File: src/rtl/unsat_clause_random_scanner.sv
// rtl/unsat_clause_random_scanner.sv - circular scanner returning the first unsatisfied clause
//
// Snapshots the clause-satisfied flags on an accepted start and walks them one
// clause per cycle. The walk begins at index 0 or at an offset taken from a
// free-running LFSR. It stops at the first unsatisfied clause, or after every
// clause has been examined once.
//
// Ports:
//   in_clk               clock, rising edge
//   in_reset_n           asynchronous active-low reset
//   in_start             search request, honoured only while idle
//   in_clauses_satisfied bit i = clause i satisfied, captured on accept
//   in_random_mode       0: start at index 0, 1: start at LFSR offset
//   out_busy             scan in progress
//   out_done             one-cycle result-valid pulse
//   out_clause_index     index of the unsatisfied clause found
//   out_all_satisfied    last search found no unsatisfied clause
module unsat_clause_random_scanner #(
  parameter int                  NUM_CLAUSES                        = 8,
  parameter int                  MAXIMUM_BIT_WIDTH_OF_CLAUSES_INDEX = 3,
  parameter int                  LFSR_WIDTH                         = 16,
  parameter logic [LFSR_WIDTH-1:0] LFSR_SEED                        = 16'hACE1
) (
  input  logic                                          in_clk,
  input  logic                                          in_reset_n,
  input  logic                                          in_start,
  input  logic [NUM_CLAUSES-1:0]                        in_clauses_satisfied,
  input  logic                                          in_random_mode,
  output logic                                          out_busy,
  output logic                                          out_done,
  output logic [MAXIMUM_BIT_WIDTH_OF_CLAUSES_INDEX-1:0] out_clause_index,
  output logic                                          out_all_satisfied
);

  localparam int IW = MAXIMUM_BIT_WIDTH_OF_CLAUSES_INDEX;

  localparam logic [0:0] STATE_IDLE = 1'b0;
  localparam logic [0:0] STATE_SCAN = 1'b1;

  // x^16+x^14+x^13+x^11+1 for the 16-bit case. Other widths fall back to the
  // two top bits, which keeps the register non-stuck but not maximal length.
  localparam logic [LFSR_WIDTH-1:0] LFSR_TAPS =
    (LFSR_WIDTH == 16) ? LFSR_WIDTH'(32'h0000_B400)
                       : (LFSR_WIDTH'(3) << (LFSR_WIDTH - 2));

  localparam logic [IW:0]   NC_EXT  = (IW + 1)'(NUM_CLAUSES);
  localparam logic [IW-1:0] NC_IDX  = IW'(NUM_CLAUSES);
  localparam logic [IW-1:0] LAST_IX = IW'(NUM_CLAUSES - 1);

  logic [0:0]             state;
  logic [LFSR_WIDTH-1:0]  lfsr;
  logic [NUM_CLAUSES-1:0] snapshot;
  logic [IW-1:0]          pointer;
  logic [IW-1:0]          counter;

  logic                   lfsr_fb;
  logic [IW-1:0]          raw_offset;
  logic [IW-1:0]          start_offset;

  assign lfsr_fb    = ^(lfsr & LFSR_TAPS);
  assign raw_offset = lfsr[IW-1:0];

  // The index width bounds raw below 2*NUM_CLAUSES, so one conditional
  // subtract folds it into range.
  always_comb begin
    start_offset = '0;
    if (in_random_mode) begin
      if ({1'b0, raw_offset} >= NC_EXT) begin
        start_offset = raw_offset - NC_IDX;
      end else begin
        start_offset = raw_offset;
      end
    end
  end

  // The LFSR runs in every state so the offset depends on when start arrives.
  always_ff @(posedge in_clk or negedge in_reset_n) begin
    if (!in_reset_n) begin
      lfsr <= LFSR_SEED;
    end else begin
      lfsr <= {lfsr[LFSR_WIDTH-2:0], lfsr_fb};
    end
  end

  always_ff @(posedge in_clk or negedge in_reset_n) begin
    if (!in_reset_n) begin
      state             <= STATE_IDLE;
      snapshot          <= '0;
      pointer           <= '0;
      counter           <= '0;
      out_busy          <= 1'b0;
      out_done          <= 1'b0;
      out_clause_index  <= '0;
      out_all_satisfied <= 1'b0;
    end else begin
      out_done <= 1'b0;
      case (state)
        STATE_IDLE: begin
          if (in_start) begin
            snapshot <= in_clauses_satisfied;
            pointer  <= start_offset;
            counter  <= '0;
            out_busy <= 1'b1;
            state    <= STATE_SCAN;
          end
        end
        STATE_SCAN: begin
          if (!snapshot[pointer]) begin
            out_clause_index  <= pointer;
            out_all_satisfied <= 1'b0;
            out_done          <= 1'b1;
            out_busy          <= 1'b0;
            state             <= STATE_IDLE;
          end else if (counter == LAST_IX) begin
            out_clause_index  <= '0;
            out_all_satisfied <= 1'b1;
            out_done          <= 1'b1;
            out_busy          <= 1'b0;
            state             <= STATE_IDLE;
          end else begin
            pointer <= (pointer == LAST_IX) ? '0 : pointer + 1'b1;
            counter <= counter + 1'b1;
          end
        end
        default: begin
          state    <= STATE_IDLE;
          out_busy <= 1'b0;
        end
      endcase
    end
  end

endmodule
File: config.mk
export PLATFORM = sky130hd
export DESIGN_NAME = unsat_clause_random_scanner
export DESIGN_NICKNAME = d
export VERILOG_FILES = /design/src/rtl/unsat_clause_random_scanner.sv
export SDC_FILE = /design/constraint.sdc
export NUM_CORES = 1
export LEC_CHECK = 0
export CAP_MARGIN = 20
export CORE_MARGIN = 3
export CORE_UTILIZATION = 45
export CTS_BUF_LIST = sky130_fd_sc_hd__clkbuf_16
export CTS_CLUSTER_DIAMETER = 40
export DETAILED_ROUTE_END_ITERATION = 16
export PLACE_DENSITY = 0.72
export SYNTH_ARGS = -nofsm -noshare
export SYNTH_HDL_FRONTEND = slang
export SYNTH_SLANG_ARGS = --single-unit
export TNS_END_PERCENT = 5
File: constraint.sdc
create_clock -name in_clk -period 4.9 [get_ports in_clk]
set_input_delay 0.735 -clock in_clk [delete_from_list [all_inputs] [get_ports in_clk]]
set_output_delay 0.735 -clock in_clk [all_outputs]
set_load 0.02 [all_outputs]
Fig. 1: run 1, pin map
Pins as bars across the die edge, other pins in grey.
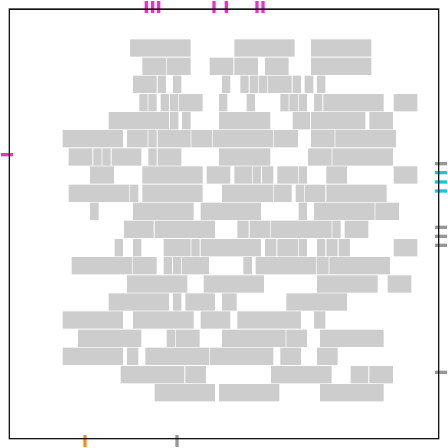
[cyan] out_clause_index | pins: 3 | direction: output | edge: right
[magenta] in_clauses_satisfied | pins: 8 | direction: input | edge: 7 top, 1 left
[orange] in_clk | pins: 1 | direction: input | edge: bottom
all pins by edge: 8 right, 7 top, 2 bottom, 1 left

Fig. 2: run 1, wiring by layer
Only two layers are drawn.
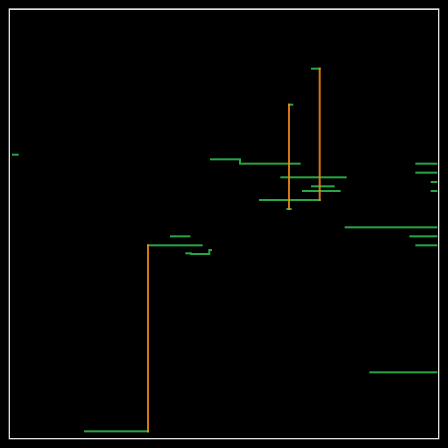
[green] met3 | wire length: 106 um
[orange] met4 | wire length: 63.2 um

==> results.txt, run 1 <==
yosys + openroad results -> register area=935.9 um^2, dpl cells=180, Hold Crit Class=flip-flop to flip-flop, power share of the clock group=25.2%, Root Buffer=clkbuf_16, most frequent logic cell in the layout=nand2_1, reg2reg end=out_clause_index[0]$_DFFE_PN0P_, FFs w/ async S/R, synth=100.0%, WHS Path Cells=0, Yosys Chip Area=between 1500 and 2000 um^2, Comb. pwr=0.449 mW, max_cap viols=0, Simple Share, Synth=13.63%, DR iter-0 viols=43, clk pwr=0.310 mW, grt peak-use layer=met2, drt via density=5.170, MUX area fraction=5.665%, yosys aoi share=10.59%, total grt overflow=0, slowest library cell on the worst path=clkdlybuf4s50_1, CTS Hold Bufs=0, worst hold start=lfsr[8]$_DFF_PN0_, Sequential Power Share=38.4%, flip-flops with a built-in enable=0, Power Total=1.232 mW, Tap Count=44, vias=just under 1000, crit path buf inv count=1, Peak VDD IR=0.0003005 V, Commonest flop=dfrtp_1, top cell category=sequential cells, leakage=0.8774 nW, sequential power=0.474 mW, unrepaired setup endpoints after global routing=false, Seq cells post-synth=37, setup bufs post-CTS=0, Critical R2R Launch=pointer[1]$_DFFE_PN0P_, HPWL after DPL=1742 um, Seq area share=about 50%, status=complete, no violations, # IOs=18, NetSw=0.4423 mW, Worst R2R Setup Slack=around 3200 ps, Worst EP arrival=1240 ps
Fig. 3: run 1, routing congestion
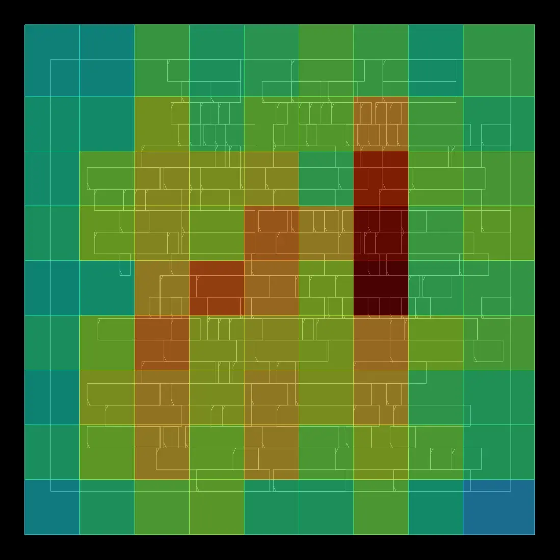
met2 GRT Util: 22.45%
wire per inst: 14.20 um
met1 GRT Util: 18.99%
met3 usage: 4.394%
GRT Util Overall: 14.86%

## run 1: per-stage QoR
step	setup slack [ps]	area (um^2)	utilization (%)	hold slack (ps)
final	2926	1869	59.29	346.3
after global routing	2866	1869	59.29	353.6
after CTS	2913	1869	59.29	345.2
after detailed placement	2680	1723	54.64	341.8
after global placement	2716	1723	54.64	336.7
after floorplan	3345	1524	-	331.2
## run 1: registers in the layout, summed over array words and instances, names as in the netlist
signal,flops
lfsr,16
pointer,3
snapshot,8
out_clause_index,3
counter,3
state,1
out_done,1
out_busy,1
out_all_satisfied,1
## run 1: routing by layer
| layer | part of all wire, % | vias to the layer above |
|---|---|---|
| met5 | 0 | - |
| met4 | 2.4 | 0 |
| met3 | 4.0 | 6 |
| met2 | 47 | 29 |
| met1 | 47 | 481 |
| li1 | - | 456 |
## run 1: Yosys cell counts, drive strengths merged (2+ instances only)
library cell,n,area share (%)
nand3,3,1.3
xnor2,2,1.1
a21oi,3,0.98
o21ai,2,0.66
a32oi,2,1.1
dfrtp,29,48
a32o,2,1.3
o221a,2,1.5
mux2i,7,5.7
ha,4,3.3
buf,3,2.0
nand2,33,8.1
and2b,2,1.1
nor2,3,0.74
dfstp,8,14
inv,6,1.5
## run 1: worst max path at each step
| stage | startpoint | end | slack, ps | depth (start not counted) |
|---|---|---|---|---|
| after floorplan | counter[0]$_DFFE_PN0P_ | pointer[2]$_DFFE_PN0P_ | 3340 | 5 |
| after global placement | in_start | pointer[0]$_DFFE_PN0P_ | 2720 | 5 |
| after detailed placement | in_start | pointer[0]$_DFFE_PN0P_ | 2680 | 5 |
| after CTS | out_busy$_DFFE_PN0P_ | out_busy | 2910 | 1 |
| after global routing | out_busy$_DFFE_PN0P_ | out_busy | 2870 | 1 |
| final | out_busy$_DFFE_PN0P_ | out_busy | 2930 | 1 |
==> inputs of run 2 (changes only) <==
- clock period: 4.9 -> 1.97 ns (I/O delays scaled with it)
Fig. 4: run 2, wiring by layer
Only two layers are drawn.
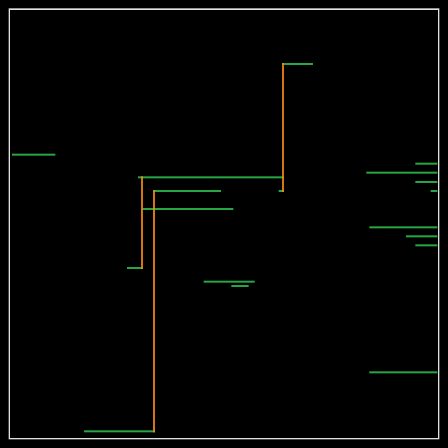
[green] met3 | wire length: 121 um
[orange] met4 | wire length: 68.7 um

Fig. 5: run 2, clock distribution
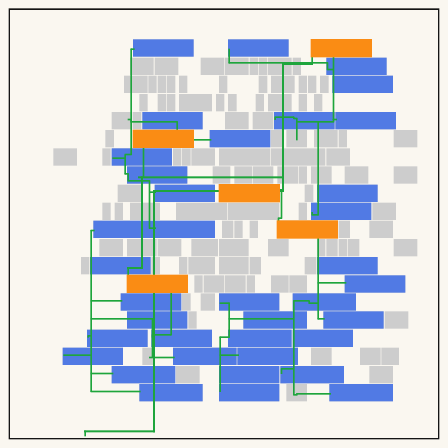
[blue] flip-flops | count: 37
[orange] cells driving clock nets | count: 5
[green] clock wires | length: 390 um
routed clock nets: 6

==> results.txt, run 2 <==
yosys + openroad results -> Root Buffer=clkbuf_16, CTS Hold Bufs=0 (unchanged), top cells, area=dfrtp_1, dfstp_2, nand2_1, max_cap viols=0 (unchanged), Post-Layout Inst Area=1886 um^2 (+0.87%), drt via density=5.016 (-3.0%), DR iter-0 viols=68 (+58%), NetSw=1.069 mW (+140%), post-synth top area share=47.62% (unchanged), Sequential Power Share=38.3% (about the same), Hold Crit Class=flip-flop to flip-flop, Worst EP arrival=1840 ps (+600 ps), FFs w/ async S/R, synth=100.0% (unchanged), Seq cells post-synth=37 (unchanged), worst hold start=lfsr[4]$_DFF_PN0_, Power Total=3.050 mW (+150%), register area=935.9 um^2 (unchanged), total grt overflow=0 (unchanged), status=complete, no violations, critical path depth=4 (+3), Largest register FFs=16 (unchanged), most common cell in the synthesized netlist=nand2_1, Top reg by flops=lfsr, power share of the clock group=24.7% (-0.5 points), Yosys top cell by area=dfrtp_1, leakage=0.8910 nW (+1.5%), dpl cells=182 (+1.1%), fin util=59.80% (+0.52 points), Worst R2R Setup Slack=280 ps (-2870 ps), # IOs=18 (unchanged), vias=953 (-2.0%), hold_ws=352.5 ps (+6.204 ps), GRT Util Overall=14.85% (about the same)
-- run 2: cell counts after synthesis --
Identical to the previous run, type by type.
-- run 2: final cells by class --
class                           instances  area share (%)
Clock buffer                            5           6.636
Clock inverter                          3           1.194
Inverter                                6           1.194
Multi-Input combinational cell         75           28.20
Sequential cell                        37           49.64
Tap cell                               44           2.920
Timing Repair Buffer                   20           10.22
-- run 2: cell families after synthesis --
family	synth area share, %
multiplexers	5.665
AND/OR/NAND/NOR	13.63
XOR/XNOR	1.724
buffers and inverters	3.694
AND-OR/OR-AND	10.59
adder cells (fa/ha/maj)	3.284
flip-flops	61.41
-- run 2: per-layer routing --
metal	vias to the layer above	routed length (um)	part of all wire, %	GRT usage, %
li1	458	-	-	-
met1	466	1149	45	17.68
met2	22	1203	47	23.48
met3	7	121	4.8	4.218
met4	0	68	2.7	9.499
met5	-	0	0	0
-- run 2: worst max path at each step --
stage,to,slack [ps],start
after floorplan,pointer[2]$_DFFE_PN0P_,410,counter[0]$_DFFE_PN0P_
after global placement,pointer[2]$_DFFE_PN0P_,280,counter[0]$_DFFE_PN0P_
after detailed placement,pointer[2]$_DFFE_PN0P_,280,counter[0]$_DFFE_PN0P_
after CTS,pointer[1]$_DFFE_PN0P_,270,pointer[1]$_DFFE_PN0P_
after global routing,pointer[1]$_DFFE_PN0P_,210,pointer[0]$_DFFE_PN0P_
final,pointer[1]$_DFFE_PN0P_,280,pointer[1]$_DFFE_PN0P_
-- run 2: power groups by stage --
stage / Clock, mW / Sequential [mW] / Combinational [mW]
2_1_floorplan: 0 / 1.16 / 0.869
3_3_place_gp: 0 / 1.17 / 1.10
3_5_place_dp: 0 / 1.18 / 1.14
4_1_cts: 0.779 / 1.17 / 1.14
5_1_grt: 0.812 / 1.20 / 1.26
6_report: 0.753 / 1.17 / 1.13
==> inputs of run 3 (changes only) <==
- CAP_MARGIN: 20 -> unset
Fig. 6: run 3, routing congestion
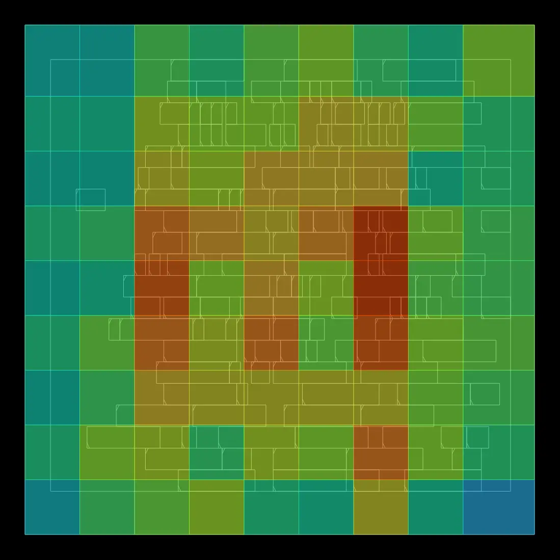
wire per inst: 13.38 um
fin util: 59.80%
grt peak-use layer: met2
GRT Util Overall: 14.85%
met1 GRT Util: 17.68%

Fig. 7: run 3, pin map
Pins as bars across the die edge, other pins in grey.
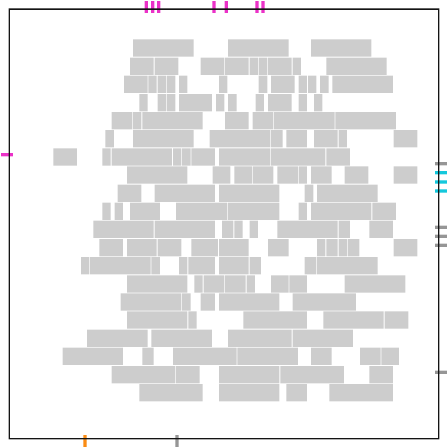
[cyan] out_clause_index | pins: 3 | direction: output | edge: right
[magenta] in_clauses_satisfied | pins: 8 | direction: input | edge: 7 top, 1 left
[orange] in_clk | pins: 1 | direction: input | edge: bottom
all pins by edge: 8 right, 7 top, 2 bottom, 1 left

==> results.txt, run 3 <==
yosys + openroad results -> status=complete, no violations, CTS Hold Bufs=0 (unchanged), power share of the clock group=24.7% (about the same), Pwr top=registers, met3 WL post-DR=121 um (unchanged), Hold Crit Class=flip-flop to flip-flop, FFs w/ async S/R, synth=100.0% (unchanged), PD cells=1618 nW/um^2, Worst R2R Setup Slack=280 ps (about the same), met3 usage=4.218% (unchanged), Top reg by flops=lfsr, # IOs=18 (unchanged), most common cell in the synthesized netlist=nand2_1, drt via density=5.016 (unchanged), Seq cells post-synth=37 (unchanged), sequential power=1.17 mW (about the same), cycle use final=a little under nine tenths, Synth Seq Share=61.41%, Syn Area/Cell=around 12 um^2, Worst EP arrival=1840 ps (about the same), top cells, area=dfrtp_1, dfstp_2, nand2_1, leakage=0.8910 nW (unchanged), dpl cells=182 (unchanged), Comb. pwr=1.13 mW (about the same), CP Capture Point=pointer[1]$_DFFE_PN0P_, Rel. slew slack=70.90%, worst slew pin tran=436.4 ps, clk pwr=0.753 mW (about the same), Post-Syn Instances=122, met1 WL=1149 um (unchanged), Yosys top cell by area=dfrtp_1, Largest register FFs=16 (unchanged), Met2 Wirelength=1203 um (unchanged), vias in the first global route=1016, NetSw=1.069 mW (unchanged), register area=935.9 um^2 (unchanged), uppermost layer routed=met4, Root Buffer=clkbuf_16, setup violators final=0, max_cap viols=0 (unchanged), Sequential Power Share=38.3% (about the same), CP Launch Point=pointer[1]$_DFFE_PN0P_, vias=953 (unchanged), Final Hold Vio Count=0, met2 GRT Util=23.48% (unchanged), drt pass-1 iters=4, DR iter-0 viols=68 (unchanged), total grt overflow=0 (unchanged), die height=64.20 um, post-synth top area share=47.62% (unchanged)
[run 3: cell families after synthesis]
family	count (synthesis)	synth area share [%]
XOR/XNOR	3	1.724
flip-flops	37	61.41
AND-OR/OR-AND	17	10.59
AND/OR/NAND/NOR	44	13.63
buffers and inverters	10	3.694
multiplexers	7	5.665
adder cells (fa/ha/maj)	4	3.284
[run 3: area by class of cell]
cell class	count	share of cell area (%)
repair buffers	20	10.22
clock inverters	3	1.194
flip-flops and latches	37	49.64
well taps	44	2.920
clock buffers	5	6.636
inverters	6	1.194
multi-input cells	75	28.20
[run 3: through the flow]
| stage | setup WS [ps] | instance area [um^2] | hold slack, ps | total power, mW | util (%) |
|---|---|---|---|---|---|
| after global placement | 279.5 | 1738 | 335.4 | 2.262 | 55.12 |
| after detailed placement | 284.8 | 1738 | 337.6 | 2.319 | 55.12 |
| final | 282.7 | 1886 | 352.5 | 3.050 | 59.80 |
| after CTS | 274.7 | 1886 | 350.6 | 3.092 | 59.80 |
| after floorplan | 414.7 | 1524 | -0.09107 | 2.027 | - |
| after global routing | 209.2 | 1886 | 352.6 | 3.274 | 59.80 |
[run 3: critical path: stages, from the launching register on]
cell and delay (ps):
dfrtp_1 540, mux2i_1 320, nand3_2 170, a41o_4 300
o221a_1 240
[run 3: worst min-delay path by stage]
stage,startpoint,end,cells after the start
after global routing,lfsr[4]$_DFF_PN0_,lfsr[5]$_DFF_PN1_,0
after detailed placement,lfsr[4]$_DFF_PN0_,lfsr[5]$_DFF_PN1_,0
after floorplan,in_reset_n,counter[0]$_DFFE_PN0P_,0
final,lfsr[4]$_DFF_PN0_,lfsr[5]$_DFF_PN1_,0
after CTS,lfsr[4]$_DFF_PN0_,lfsr[5]$_DFF_PN1_,0
after global placement,lfsr[14]$_DFF_PN0_,lfsr[15]$_DFF_PN1_,0
Power and IR drop assume default switching activity.
